$ cat src/rtl/regfile_read_arbiter_pkg.sv
// ---------------------------------------------------------------------------
// lc3_rf_pkg
// Shared definitions for the SR2 register-file read-port arbiter.
//   arb_state_t     : arbiter FSM state (ARB = round-robin, LOCKED = one owner)
//   LC3_REG_ADDR_W  : register index width of the LC-3 register file
//   LC3_DATA_W      : register width
//   LC3_MAX_REQ     : upper bound on the requester count
//   onehot()        : index to one-hot vector of LC3_MAX_REQ bits
// ---------------------------------------------------------------------------
package lc3_rf_pkg;

    localparam int LC3_REG_ADDR_W = 3;
    localparam int LC3_DATA_W     = 16;
    localparam int LC3_MAX_REQ    = 8;

    typedef enum logic {
        ARB    = 1'b0,
        LOCKED = 1'b1
    } arb_state_t;

    function automatic logic [LC3_MAX_REQ-1:0] onehot(input logic [2:0] idx);
        logic [LC3_MAX_REQ-1:0] v;
        v      = '0;
        v[idx] = 1'b1;
        return v;
    endfunction

endpackage

$ cat src/rtl/regfile_read_arbiter_if.sv
// ---------------------------------------------------------------------------
// regfile_read_arbiter_if
// Bundles the requester handshake, the register-file mux select/data and the
// response bus.
//   master : requesters plus register file (drive req_*, rd_data)
//   slave  : the arbiter (drives req_ready, sel, rsp_*)
// Requester i's register index sits at req_addr[i*ADDR_W +: ADDR_W].
// ---------------------------------------------------------------------------
interface regfile_read_arbiter_if
    import lc3_rf_pkg::*;
#(
    parameter int NUM_REQ = 3,
    parameter int DATA_W  = LC3_DATA_W,
    parameter int ADDR_W  = LC3_REG_ADDR_W
);

    logic [NUM_REQ-1:0]        req_valid;
    logic [NUM_REQ-1:0]        req_lock;
    logic [NUM_REQ*ADDR_W-1:0] req_addr;
    logic [NUM_REQ-1:0]        req_ready;
    logic [ADDR_W-1:0]         sel;
    logic [DATA_W-1:0]         rd_data;
    logic [NUM_REQ-1:0]        rsp_valid;
    logic [DATA_W-1:0]         rsp_data;

    modport master (
        output req_valid, req_lock, req_addr, rd_data,
        input  req_ready, sel, rsp_valid, rsp_data
    );

    modport slave (
        input  req_valid, req_lock, req_addr, rd_data,
        output req_ready, sel, rsp_valid, rsp_data
    );

endinterface

$ cat src/rtl/regfile_read_arbiter_rr_priority_pick.sv
// ---------------------------------------------------------------------------
// rr_priority_pick
// Combinational round-robin picker: finds the first set bit of req searching
// upward from start and wrapping from N-1 to 0.
//   req   in  N     request vector
//   start in  IW    highest-priority index (must be < N)
//   valid out 1     at least one request present
//   idx   out IW    chosen index (0 when !valid)
//   grant out N     one-hot of idx, zero when !valid
// ---------------------------------------------------------------------------
module rr_priority_pick #(
    parameter  int N  = 3,
    localparam int IW = $clog2(N)
) (
    input  logic [N-1:0]  req,
    input  logic [IW-1:0] start,
    output logic          valid,
    output logic [IW-1:0] idx,
    output logic [N-1:0]  grant
);

    logic [IW:0]   sum;
    logic [IW-1:0] cand;

    // NOTE: every always_comb output gets a default before any branch, so no
    // path leaves a value unassigned and no latch is inferred.
    always_comb begin
        valid = 1'b0;
        idx   = '0;
        grant = '0;
        sum   = '0;
        cand  = '0;
        // Walk offsets from farthest to nearest so the nearest hit wins.
        for (int k = N - 1; k >= 0; k--) begin
            sum = {1'b0, start} + (IW + 1)'(k);
            if (sum >= (IW + 1)'(N)) begin
                sum = sum - (IW + 1)'(N);
            end
            cand = sum[IW-1:0];
            if (req[cand]) begin
                valid = 1'b1;
                idx   = cand;
            end
        end
        if (valid) begin
            grant[idx] = 1'b1;
        end
    end

endmodule

$ cat src/rtl/regfile_read_arbiter.sv
// ---------------------------------------------------------------------------
// regfile_read_arbiter
// Shares the single SR2 register-file read port between NUM_REQ requesters.
// Round-robin grant in ARB; a requester that asserts req_lock with its grant
// keeps the port (LOCKED) until it issues an unlocked beat or stays idle for
// LOCK_MAX cycles. The grant drives sel combinationally; rd_data is captured
// and returned one cycle later on rsp_valid/rsp_data.
//   clk, rst_n : clock, asynchronous active-low reset
//   bus        : slave side of regfile_read_arbiter_if
// ---------------------------------------------------------------------------
module regfile_read_arbiter
    import lc3_rf_pkg::*;
#(
    parameter int NUM_REQ  = 3,
    parameter int DATA_W   = LC3_DATA_W,
    parameter int ADDR_W   = LC3_REG_ADDR_W,
    parameter int LOCK_MAX = 15
) (
    input logic                  clk,
    input logic                  rst_n,
    regfile_read_arbiter_if.slave bus
);

    localparam int IDX_W = $clog2(NUM_REQ);

    arb_state_t         state;
    logic [IDX_W-1:0]   rr_ptr;
    logic [IDX_W-1:0]   owner;
    logic [7:0]         idle_cnt;
    logic [ADDR_W-1:0]  last_sel;
    logic [NUM_REQ-1:0] rsp_valid_q;
    logic [DATA_W-1:0]  rsp_data_q;

    logic               pick_valid;
    logic [IDX_W-1:0]   pick_idx;
    logic [NUM_REQ-1:0] pick_grant;

    logic               grant_valid;
    logic [IDX_W-1:0]   grant_idx;
    logic [NUM_REQ-1:0] grant_vec;
    logic [ADDR_W-1:0]  grant_addr;

    function automatic logic [IDX_W-1:0] next_idx(input logic [IDX_W-1:0] i);
        return (i == IDX_W'(NUM_REQ - 1)) ? '0 : i + 1'b1;
    endfunction

    rr_priority_pick #(.N(NUM_REQ)) u_pick (
        .req   (bus.req_valid),
        .start (rr_ptr),
        .valid (pick_valid),
        .idx   (pick_idx),
        .grant (pick_grant)
    );

    // In LOCKED only the owner's own request can produce a grant.
    always_comb begin
        grant_valid = 1'b0;
        grant_idx   = '0;
        grant_vec   = '0;
        if (state == ARB) begin
            grant_valid = pick_valid;
            grant_idx   = pick_idx;
            grant_vec   = pick_grant;
        end else begin
            grant_valid = bus.req_valid[owner];
            grant_idx   = owner;
            for (int i = 0; i < NUM_REQ; i++) begin
                grant_vec[i] = (IDX_W'(i) == owner) && bus.req_valid[i];
            end
        end
        grant_addr = bus.req_addr[grant_idx*ADDR_W +: ADDR_W];
    end

    assign bus.req_ready = grant_vec;
    assign bus.sel       = grant_valid ? grant_addr : last_sel;
    assign bus.rsp_valid = rsp_valid_q;
    assign bus.rsp_data  = rsp_data_q;

    // NOTE: sequential state uses non-blocking assignments so every register
    // samples pre-edge values regardless of statement order.
    always_ff @(posedge clk or negedge rst_n) begin
        if (!rst_n) begin
            state       <= ARB;
            rr_ptr      <= '0;
            owner       <= '0;
            idle_cnt    <= '0;
            last_sel    <= '0;
            rsp_valid_q <= '0;
            rsp_data_q  <= '0;
        end else begin
            rsp_valid_q <= grant_vec;
            if (grant_valid) begin
                rsp_data_q <= bus.rd_data;
                last_sel   <= grant_addr;
            end

            case (state)
                ARB: begin
                    if (grant_valid) begin
                        rr_ptr <= next_idx(grant_idx);
                        if (bus.req_lock[grant_idx]) begin
                            state    <= LOCKED;
                            owner    <= grant_idx;
                            idle_cnt <= '0;
                        end
                    end
                end
                LOCKED: begin
                    if (grant_valid) begin
                        if (bus.req_lock[owner]) begin
                            idle_cnt <= '0;
                        end else begin
                            state  <= ARB;
                            rr_ptr <= next_idx(owner);
                        end
                    end else begin
                        idle_cnt <= idle_cnt + 1'b1;
                        // This idle cycle is the LOCK_MAX-th: force release.
                        if (idle_cnt == 8'(LOCK_MAX - 1)) begin
                            state  <= ARB;
                            rr_ptr <= next_idx(owner);
                        end
                    end
                end
                default: state <= ARB;
            endcase
        end
    end

endmodule

$ cat src/flat_wrapper.sv
// flat-port wrapper written by rule: the top's interface ports become plain ports
module regfile_read_arbiter_flat import lc3_rf_pkg::*;
#(
    parameter int NUM_REQ  = 3,
    parameter int DATA_W   = LC3_DATA_W,
    parameter int ADDR_W   = LC3_REG_ADDR_W,
    parameter int LOCK_MAX = 15
)
  (clk, rst_n, bus_req_valid, bus_req_lock, bus_req_addr, bus_rd_data, bus_req_ready, bus_sel, bus_rsp_valid, bus_rsp_data);
  regfile_read_arbiter_if #(.NUM_REQ(NUM_REQ), .DATA_W(DATA_W), .ADDR_W(ADDR_W)) bus_i ();
  input logic clk;
  input logic rst_n;
  input wire logic [$bits(bus_i.req_valid)-1:0] bus_req_valid;
  input wire logic [$bits(bus_i.req_lock)-1:0] bus_req_lock;
  input wire logic [$bits(bus_i.req_addr)-1:0] bus_req_addr;
  input wire logic [$bits(bus_i.rd_data)-1:0] bus_rd_data;
  output wire logic [$bits(bus_i.req_ready)-1:0] bus_req_ready;
  output wire logic [$bits(bus_i.sel)-1:0] bus_sel;
  output wire logic [$bits(bus_i.rsp_valid)-1:0] bus_rsp_valid;
  output wire logic [$bits(bus_i.rsp_data)-1:0] bus_rsp_data;
  assign bus_i.req_valid = bus_req_valid;
  assign bus_i.req_lock = bus_req_lock;
  assign bus_i.req_addr = bus_req_addr;
  assign bus_i.rd_data = bus_rd_data;
  assign bus_req_ready = bus_i.req_ready;
  assign bus_sel = bus_i.sel;
  assign bus_rsp_valid = bus_i.rsp_valid;
  assign bus_rsp_data = bus_i.rsp_data;
  regfile_read_arbiter #(.NUM_REQ(NUM_REQ), .DATA_W(DATA_W), .ADDR_W(ADDR_W), .LOCK_MAX(LOCK_MAX)) u_core (.clk(clk), .rst_n(rst_n), .bus(bus_i));
endmodule
$ cat config.mk
export PLATFORM = sky130hd
export DESIGN_NAME = regfile_read_arbiter_flat
export DESIGN_NICKNAME = d
export VERILOG_FILES = /design/src/rtl/regfile_read_arbiter_pkg.sv /design/src/rtl/regfile_read_arbiter_if.sv /design/src/rtl/regfile_read_arbiter_rr_priority_pick.sv /design/src/rtl/regfile_read_arbiter.sv /design/src/flat_wrapper.sv
export SDC_FILE = /design/constraint.sdc
export NUM_CORES = 1
export LEC_CHECK = 0
export CAP_MARGIN = 15
export CORE_MARGIN = 10
export CORE_UTILIZATION = 50
export DETAILED_ROUTE_END_ITERATION = 10
export GPL_TIMING_DRIVEN = 0
export HOLD_SLACK_MARGIN = 0.02
export PLACE_DENSITY = 0.83
export REMOVE_ABC_BUFFERS = 1
export SLEW_MARGIN = 30
export SYNTH_ARGS = -nofsm -noshare
export SYNTH_HDL_FRONTEND = slang
export SYNTH_HIERARCHICAL = 1
export SYNTH_SLANG_ARGS = --single-unit
$ cat constraint.sdc
create_clock -name clk -period 7.1 [get_ports clk]
set_input_delay 1.775 -clock clk [delete_from_list [all_inputs] [get_ports clk]]
set_output_delay 1.775 -clock clk [all_outputs]
set_load 0.01 [all_outputs]
==> Changelog: implementation, run 1 <==
## Implementation

* Syn Std Cell Area at around 2000 µm²
* Chip Height at about 84 µm
* Via count of the first global-routing pass at between 1500 and 2000
* Tally of unique sky130hd cells used after synthesis at 49
* Iteration-0 DRC count of the detailed router at between 90 and 100
* Detail Route Antenna Nets at 0
* Yosys simple share at 16.2%
* Leftover overflow at the end of global routing at 0
* Floorplan core area at between 3000 and 4000 µm²
* Status: finished, final reports clean
* Area share of the largest cell type after synthesis at between 40% and 50%
* Count of unresolved DRC violations after routing at 0
* Routed Wire Length at about 5000 µm
* Routability Congestion at approximately 0.84
* Placed cell area at ~2600 µm²
* Area fraction in mux cells at 15.2%
* Cell types with the highest counts after synthesis: sky130_fd_sc_hd__dfrtp_1, sky130_fd_sc_hd__mux2_2, sky130_fd_sc_hd__nand2_1
* Arrival time at the worst endpoint at roughly 4.8 ns
* Worst min-delay path startpoint: u_core/bus.rsp_data[15]
* Post-CTS repair timing setup buffer count at 0
* Number of warning messages in the logs at 28
* Static leakage at roughly 0.0012 µW
* Antenna violations before repair at 0
* # fillers at between 200 and 300
* Yosys reg bits at 35
* Layout cells sized above 1 at between 10% and 20%
* Reported max-cap violation count at 0
* Maximum vdd drop at roughly 0.27 mV
* Routed wirelength normalized by instance count at about 16 µm
* Wire length of the first global-routing pass at approximately 8400 µm
* Number of enable-type register cells in the synthesized netlist at 0
* Vias per Instance at between 5 and 6
* FP Util at about half
* Final net count at ~290
* Top-level I/O count at 58
* Reg-to-reg critical path startpoint: u_core/rr_ptr[1]
* Clk sinks at 35
* Most frequently used flop master after synthesis: sky130_fd_sc_hd__dfrtp_1
* Setup crit end kind: primary output
* Diode insertion count for antenna repair at 0
* Post_cts resized at 0
* Final Max Tran Viols at 0
* Maximum number of pins on one net before global-route repair at 28
* Buffer levels on the longest clock path at 2
* Final Hold Viols at 0
* Reg-to-reg slack, setup at just over 4 ns
* R2R cell count at 10
* IO Port Bufs at around 57
* Crit path kind: in -> out
* Non-filler instance count after layout at 306
* Start point of the critical path: bus_req_valid[0]
* Clk_lat worst skew at roughly 0.28 ns
* Min-Delay Path Class: reg -> reg
* Die X-Extent at 83.7 µm
* Yosys adder share at between 3 and 4%
* CP Max Fanout at 7
* Cell area after layout at roughly 2800 µm²
* Maximum frequency from static timing analysis at about 0.15 GHz
* Xor/xnor share at 0%
* Most numerous cell in the Yosys netlist: sky130_fd_sc_hd__dfrtp_1
-- run 1: cell type report --
class                      instances  area, µm²  share of cell area, %
clock buffer                       6       82.6                   3.00
multi-input combinational        143       1060                   38.7
timing repair buffer              58        586                   21.3
inverter                          12       45.0                   1.64
clock inverter                     2       35.0                   1.27
sequential                        35        876                   31.8
tap                               50       62.6                   2.27
-- run 1: state kept, by name, summed over array words and instances (netlist names) --
register and cells:
u_core/bus.rsp_data 16, u_core/owner 2, u_core/bus.rsp_valid 3, u_core/idle_cnt 8, u_core/rr_ptr 2, u_core/last_sel 3
u_core/state 1
-- run 1: layout by cell type, fill, tap and decap left out, types with 3 or more instances in the layout --
master,count
sky130_fd_sc_hd__o211ai_1,3
sky130_fd_sc_hd__clkdlybuf4s50_1,56
sky130_fd_sc_hd__dfrtp_1,35
sky130_fd_sc_hd__mux2_2,18
sky130_fd_sc_hd__mux2i_1,6
sky130_fd_sc_hd__a31oi_1,4
sky130_fd_sc_hd__and3_1,3
sky130_fd_sc_hd__inv_1,11
sky130_fd_sc_hd__a21oi_1,10
sky130_fd_sc_hd__nand2b_1,6
sky130_fd_sc_hd__nor2b_1,5
sky130_fd_sc_hd__o21ai_1,4
sky130_fd_sc_hd__nor2_1,13
sky130_fd_sc_hd__nand2_1,16
sky130_fd_sc_hd__nand3_1,5
sky130_fd_sc_hd__clkbuf_8,6
sky130_fd_sc_hd__o21ai_0,10
sky130_fd_sc_hd__ha_1,5
-- run 1: critical path, cell delays in order --
cell and delay [ns]:
sky130_fd_sc_hd__clkdlybuf4s50_1 0.62, sky130_fd_sc_hd__nand2b_2 0.09, sky130_fd_sc_hd__a21o_2 0.24, sky130_fd_sc_hd__o21ai_0 0.53
sky130_fd_sc_hd__mux2i_1 0.34, sky130_fd_sc_hd__mux2i_1 0.20, sky130_fd_sc_hd__nor2_1 0.11, sky130_fd_sc_hd__a21oi_1 0.05
sky130_fd_sc_hd__a21oi_1 0.20, sky130_fd_sc_hd__clkdlybuf4s50_1 0.59
-- run 1: cell families after synthesis --
| kind of cell | Yosys count |
|---|---|
| and+or+nand+nor | 61 |
| AOI/OAI and AO/OA | 50 |
| DFF | 35 |
| muxes | 27 |
| buffers and inverters | 19 |
| adders and majority gates | 5 |
-- run 1: power breakdown --
part,switching [µW],internal [µW]
clock,72.2,114
sequential,68.5,284
combinational,346,369
total,486,767
-- run 1: stage by stage --
stage	setup WS (ns)	power [µW]	util, %
finish	0.572	1250	69.3
global route	0.227	1350	69.3
floorplan	2.04	777	-
detailed placement	0.602	1070	66.3
CTS	0.571	1270	69.3
global placement	0.596	1040	65.7
-- run 1: layer usage --
layer / part of all wire (%) / track usage (%) / vias up
met5: 0 / 0 / -
met4: 0.77 / 2.89 / 0
met3: 4.6 / 4.10 / 4
met2: 55 / 26.8 / 39
met1: 39 / 15.1 / 816
li1: - / - / 827
-- run 1: how the worst max path moves through the flow --
stage / end / slack (ns) / cells after the start
global route: bus_sel[2] / 0.23 / 12
CTS: bus_sel[2] / 0.57 / 10
detailed placement: bus_sel[2] / 0.60 / 11
floorplan: bus_sel[0] / 2.04 / 10
global placement: bus_sel[0] / 0.60 / 8
finish: bus_sel[2] / 0.57 / 10
Fig. 1: run 1, track usage over the die
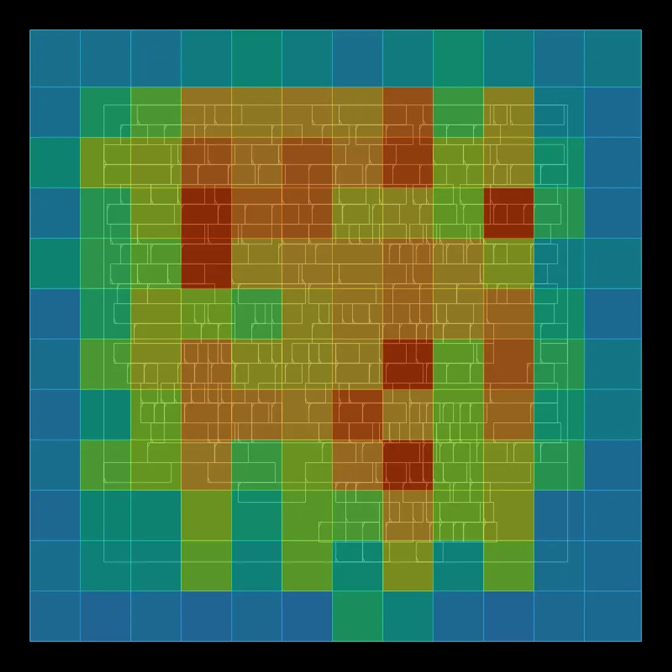
met1 layer usage reported by global route: 15.1%
overall routing resource usage: 14.2%
layer with the highest usage: met2
routing usage on met3: 4.10%
met2 GRT Util: 26.8%

Fig. 2: run 1, layout detail
Region (50, 8) to (75, 33) µm. Cells in gray, sequential cells in the stronger gray; small squares are vias.
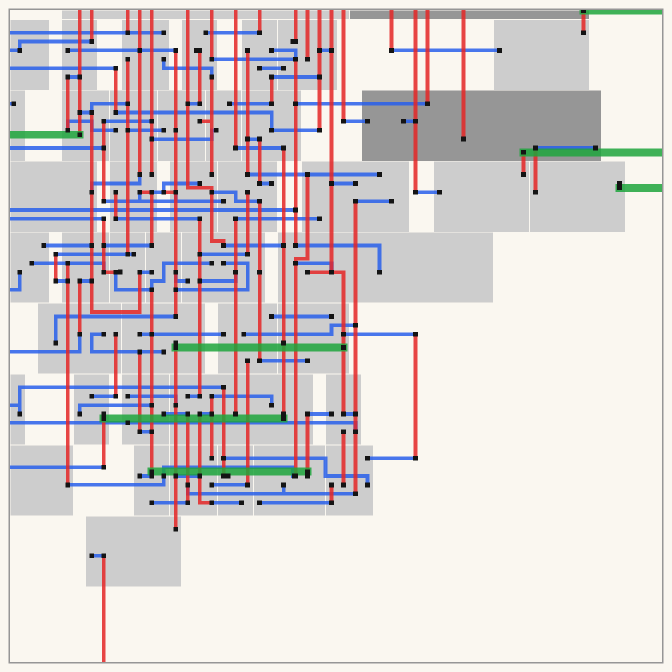
[metal 2] red
[metal 1] blue
[metal 3] green
most frequent: clkdlybuf4s50_1 (5)
sequential cells in the window: 1
cells with their middle in the window: 40
netlist names of flops here include: `u_core/bus.rsp_valid` (1)

Fig. 3: run 1, floorplan with the power grid
The bar under the picture is 20 µm long. Pins as bars on the die edge. Tap cells in gray.
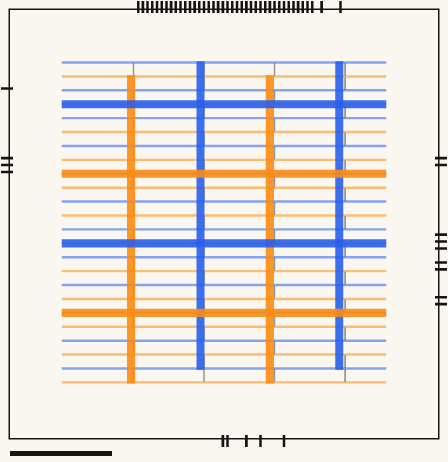
[VDD] blue
[VSS] orange
rows: 23
met5 straps: 4
met1 rails: 24
met4 straps: 4

==> inputs of run 2 (changes only) <==
--- a/config.mk
+++ b/config.mk
@@ -5,13 +5,15 @@
 export SDC_FILE = /design/constraint.sdc
 export NUM_CORES = 1
 export LEC_CHECK = 0
-export CAP_MARGIN = 15
+export CAP_MARGIN = 40
+export CELL_PAD_IN_SITES_DETAIL_PLACEMENT = 1
+export CELL_PAD_IN_SITES_GLOBAL_PLACEMENT = 1
 export CORE_MARGIN = 10
-export CORE_UTILIZATION = 50
+export CORE_UTILIZATION = 39
 export DETAILED_ROUTE_END_ITERATION = 10
 export GPL_TIMING_DRIVEN = 0
 export HOLD_SLACK_MARGIN = 0.02
-export PLACE_DENSITY = 0.83
+export PLACE_DENSITY_LB_ADDON = 0.1
 export REMOVE_ABC_BUFFERS = 1
 export SLEW_MARGIN = 30
 export SYNTH_ARGS = -nofsm -noshare
Fig. 4: run 2, sequential cells colored by netlist name
Other sequential cells in the stronger gray, the rest of the logic in the fainter gray.
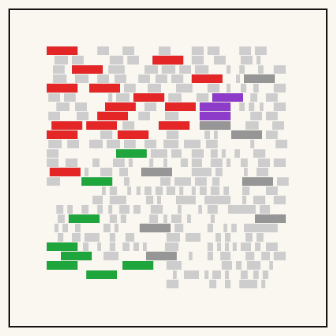
[`u_core/last_sel`] purple | placed flops: 3
[`u_core/bus.rsp_data`] red | placed flops: 16
[`u_core/idle_cnt`] green | placed flops: 8 | where: south-west

==> run 2 against run 1 <==
Non-clock buffer count stayed put. Register-to-register slack worse by 0.06 ns. Clock-buffer cell count stayed put. Sequential share of layout area stayed put. Setup slack worse by 0.12 ns. Area after synthesis stayed put. Die area is 21% higher. Sequential power hardly changed.
==> Changelog: implementation, run 2 <==
## Implementation

* Routability Congestion at 0.777 (-7.1%)
* Overall routing resource usage at 12.9% (-1.3 points)
* Vias per Instance at 5.22 (-5.2%)
* Switching share of power at 40.5% (+1.7 points)
* Floorplan core area at 5070 µm² (+28%)
* Min-Delay Path Class: reg -> reg
* Cell types with the highest counts after synthesis: sky130_fd_sc_hd__dfrtp_1, sky130_fd_sc_hd__mux2_2, sky130_fd_sc_hd__nand2_1
* Highest-count logic cell in the final layout: sky130_fd_sc_hd__clkdlybuf4s50_1
* Reg power frac at 29.2% (+1.1 points)
* Arrival time at the worst endpoint at 4.87 ns (+0.12 ns)
* Number of enable-type register cells in the synthesized netlist at 0 (unchanged)
* Crit path kind: in -> out
* Clk sinks at 35 (unchanged)
* Detail Route Antenna Nets at 0 (unchanged)
* Static leakage at 0.00114 µW (-1.4%)
* Final Hold Viols at 0 (unchanged)
* Maximum vdd drop at 0.192 mV (-28%)
* IO Port Bufs at 57 (unchanged)
* Worst min-delay path startpoint: u_core/bus.rsp_data[15]
* Top-level I/O count at 58 (unchanged)
* Maximum frequency from static timing analysis at 0.150 GHz (-1.8%)
* Part of the total power dissipated in the clock network at 11.7% (-3.1 points)
* Final net count at 293 (unchanged)
* Area share of the largest cell type after synthesis at 43.2% (unchanged)
* Reg-to-reg critical path startpoint: u_core/rr_ptr[1]
* Chip Height at 92.1 µm (+10%)
* Final core utilization at 54.2% (-15 points)
* Diode insertion count for antenna repair at 0 (unchanged)
* Maximum number of pins on one net before global-route repair at 25 (-11%)
* Net switching power figure at 491 µW (+1.0%)
* P_int at 722 µW (-5.8%)
* Iteration-0 DRC count of the detailed router at 56 (-42%)
* Status: finished, final reports clean
* Reported max-cap violation count at 0 (unchanged)
* Die X-Extent at 92.1 µm (+10%)
* Buffer levels on the longest clock path at 2 (unchanged)
* Setup crit end kind: primary output
* Start point of the critical path: bus_req_valid[1]
* Wire length of the first global-routing pass at 9020 µm (+7.3%)
Fig. 5: run 2, signal wires by layer
Two of the layers only.
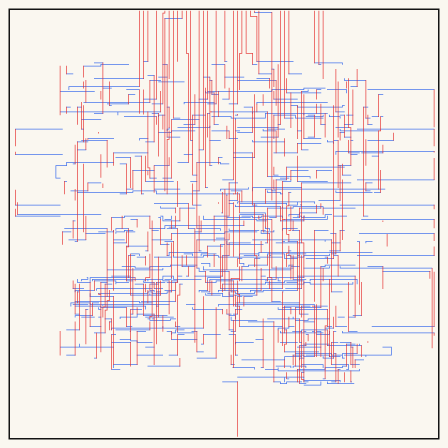
[metal 2] red | wire length: 2660 µm
[metal 1] blue | wire length: 2490 µm

## run 2: cell counts after synthesis
No cell type changed its count.
## run 2: worst max-delay path, cell delays in order
cell and delay [ns]:
sky130_fd_sc_hd__clkdlybuf4s50_1 0.62, sky130_fd_sc_hd__nand2_1 0.08, sky130_fd_sc_hd__a21o_2 0.27, sky130_fd_sc_hd__o21ai_0 0.59
sky130_fd_sc_hd__mux2i_1 0.38, sky130_fd_sc_hd__mux2i_1 0.20, sky130_fd_sc_hd__nor2_1 0.12, sky130_fd_sc_hd__a21oi_1 0.05
sky130_fd_sc_hd__a21oi_1 0.19, sky130_fd_sc_hd__clkdlybuf4s50_1 0.58
## run 2: cell type report
class	instances	area (µm²)
inverter	12	45.0
fill	579	2320
clock buffer	6	72.6
multi-input combinational	143	1060
sequential	35	876
timing repair buffer	58	593
clock inverter	2	12.5
tap	70	87.6
## run 2: per-stage QoR
stage	worst slack [ns]	power (µW)
finish	0.455	1210
global route	0.205	1320
detailed placement	0.450	1090
global placement	0.494	1060
floorplan	2.04	777
CTS	0.441	1240
## run 2: kinds of logic after synthesis
group           share of synthesized area [%]
buf+inv                                  4.87
fa+ha+maj                                3.08
flops                                    43.2
simple gates                             16.2
mux                                      15.2
compound gates                           17.6
## run 2: routing by layer
metal	GRT usage, %	up-vias
met5	0	-
met4	3.34	0
met3	3.83	4
met2	21.6	34
li1	-	834
met1	15.8	830
## run 2: power groups by stage
stage          clock (µW)  combinational [µW]  sequential [µW]
4_1_cts               149                 733              356
5_1_grt               154                 791              369
3_3_place_gp            0                 707              352
3_5_place_dp            0                 728              359
2_1_floorplan           0                 405              371
6_report              143                 716              355
## run 2: final timing paths
| path | slack, ns | depth (start not counted) | endpoint |
|---|---|---|---|
| max in group asynchronous | 5.29 | 2 | u_core/bus.rsp_data[5] |
| worst max register to register | 4.00 | 10 | u_core/idle_cnt[2] |
| worst max-delay path | 0.46 | 10 | bus_sel[2] |
| min in group asynchronous | 1.39 | 1 | u_core/rr_ptr[1] |
| worst min-delay path | 0.51 | 1 | u_core/bus.rsp_data[15] |
| worst min register to register | 0.51 | 1 | u_core/bus.rsp_data[15] |
Power figures rest on the tool's default switching activity, not on a simulated workload.
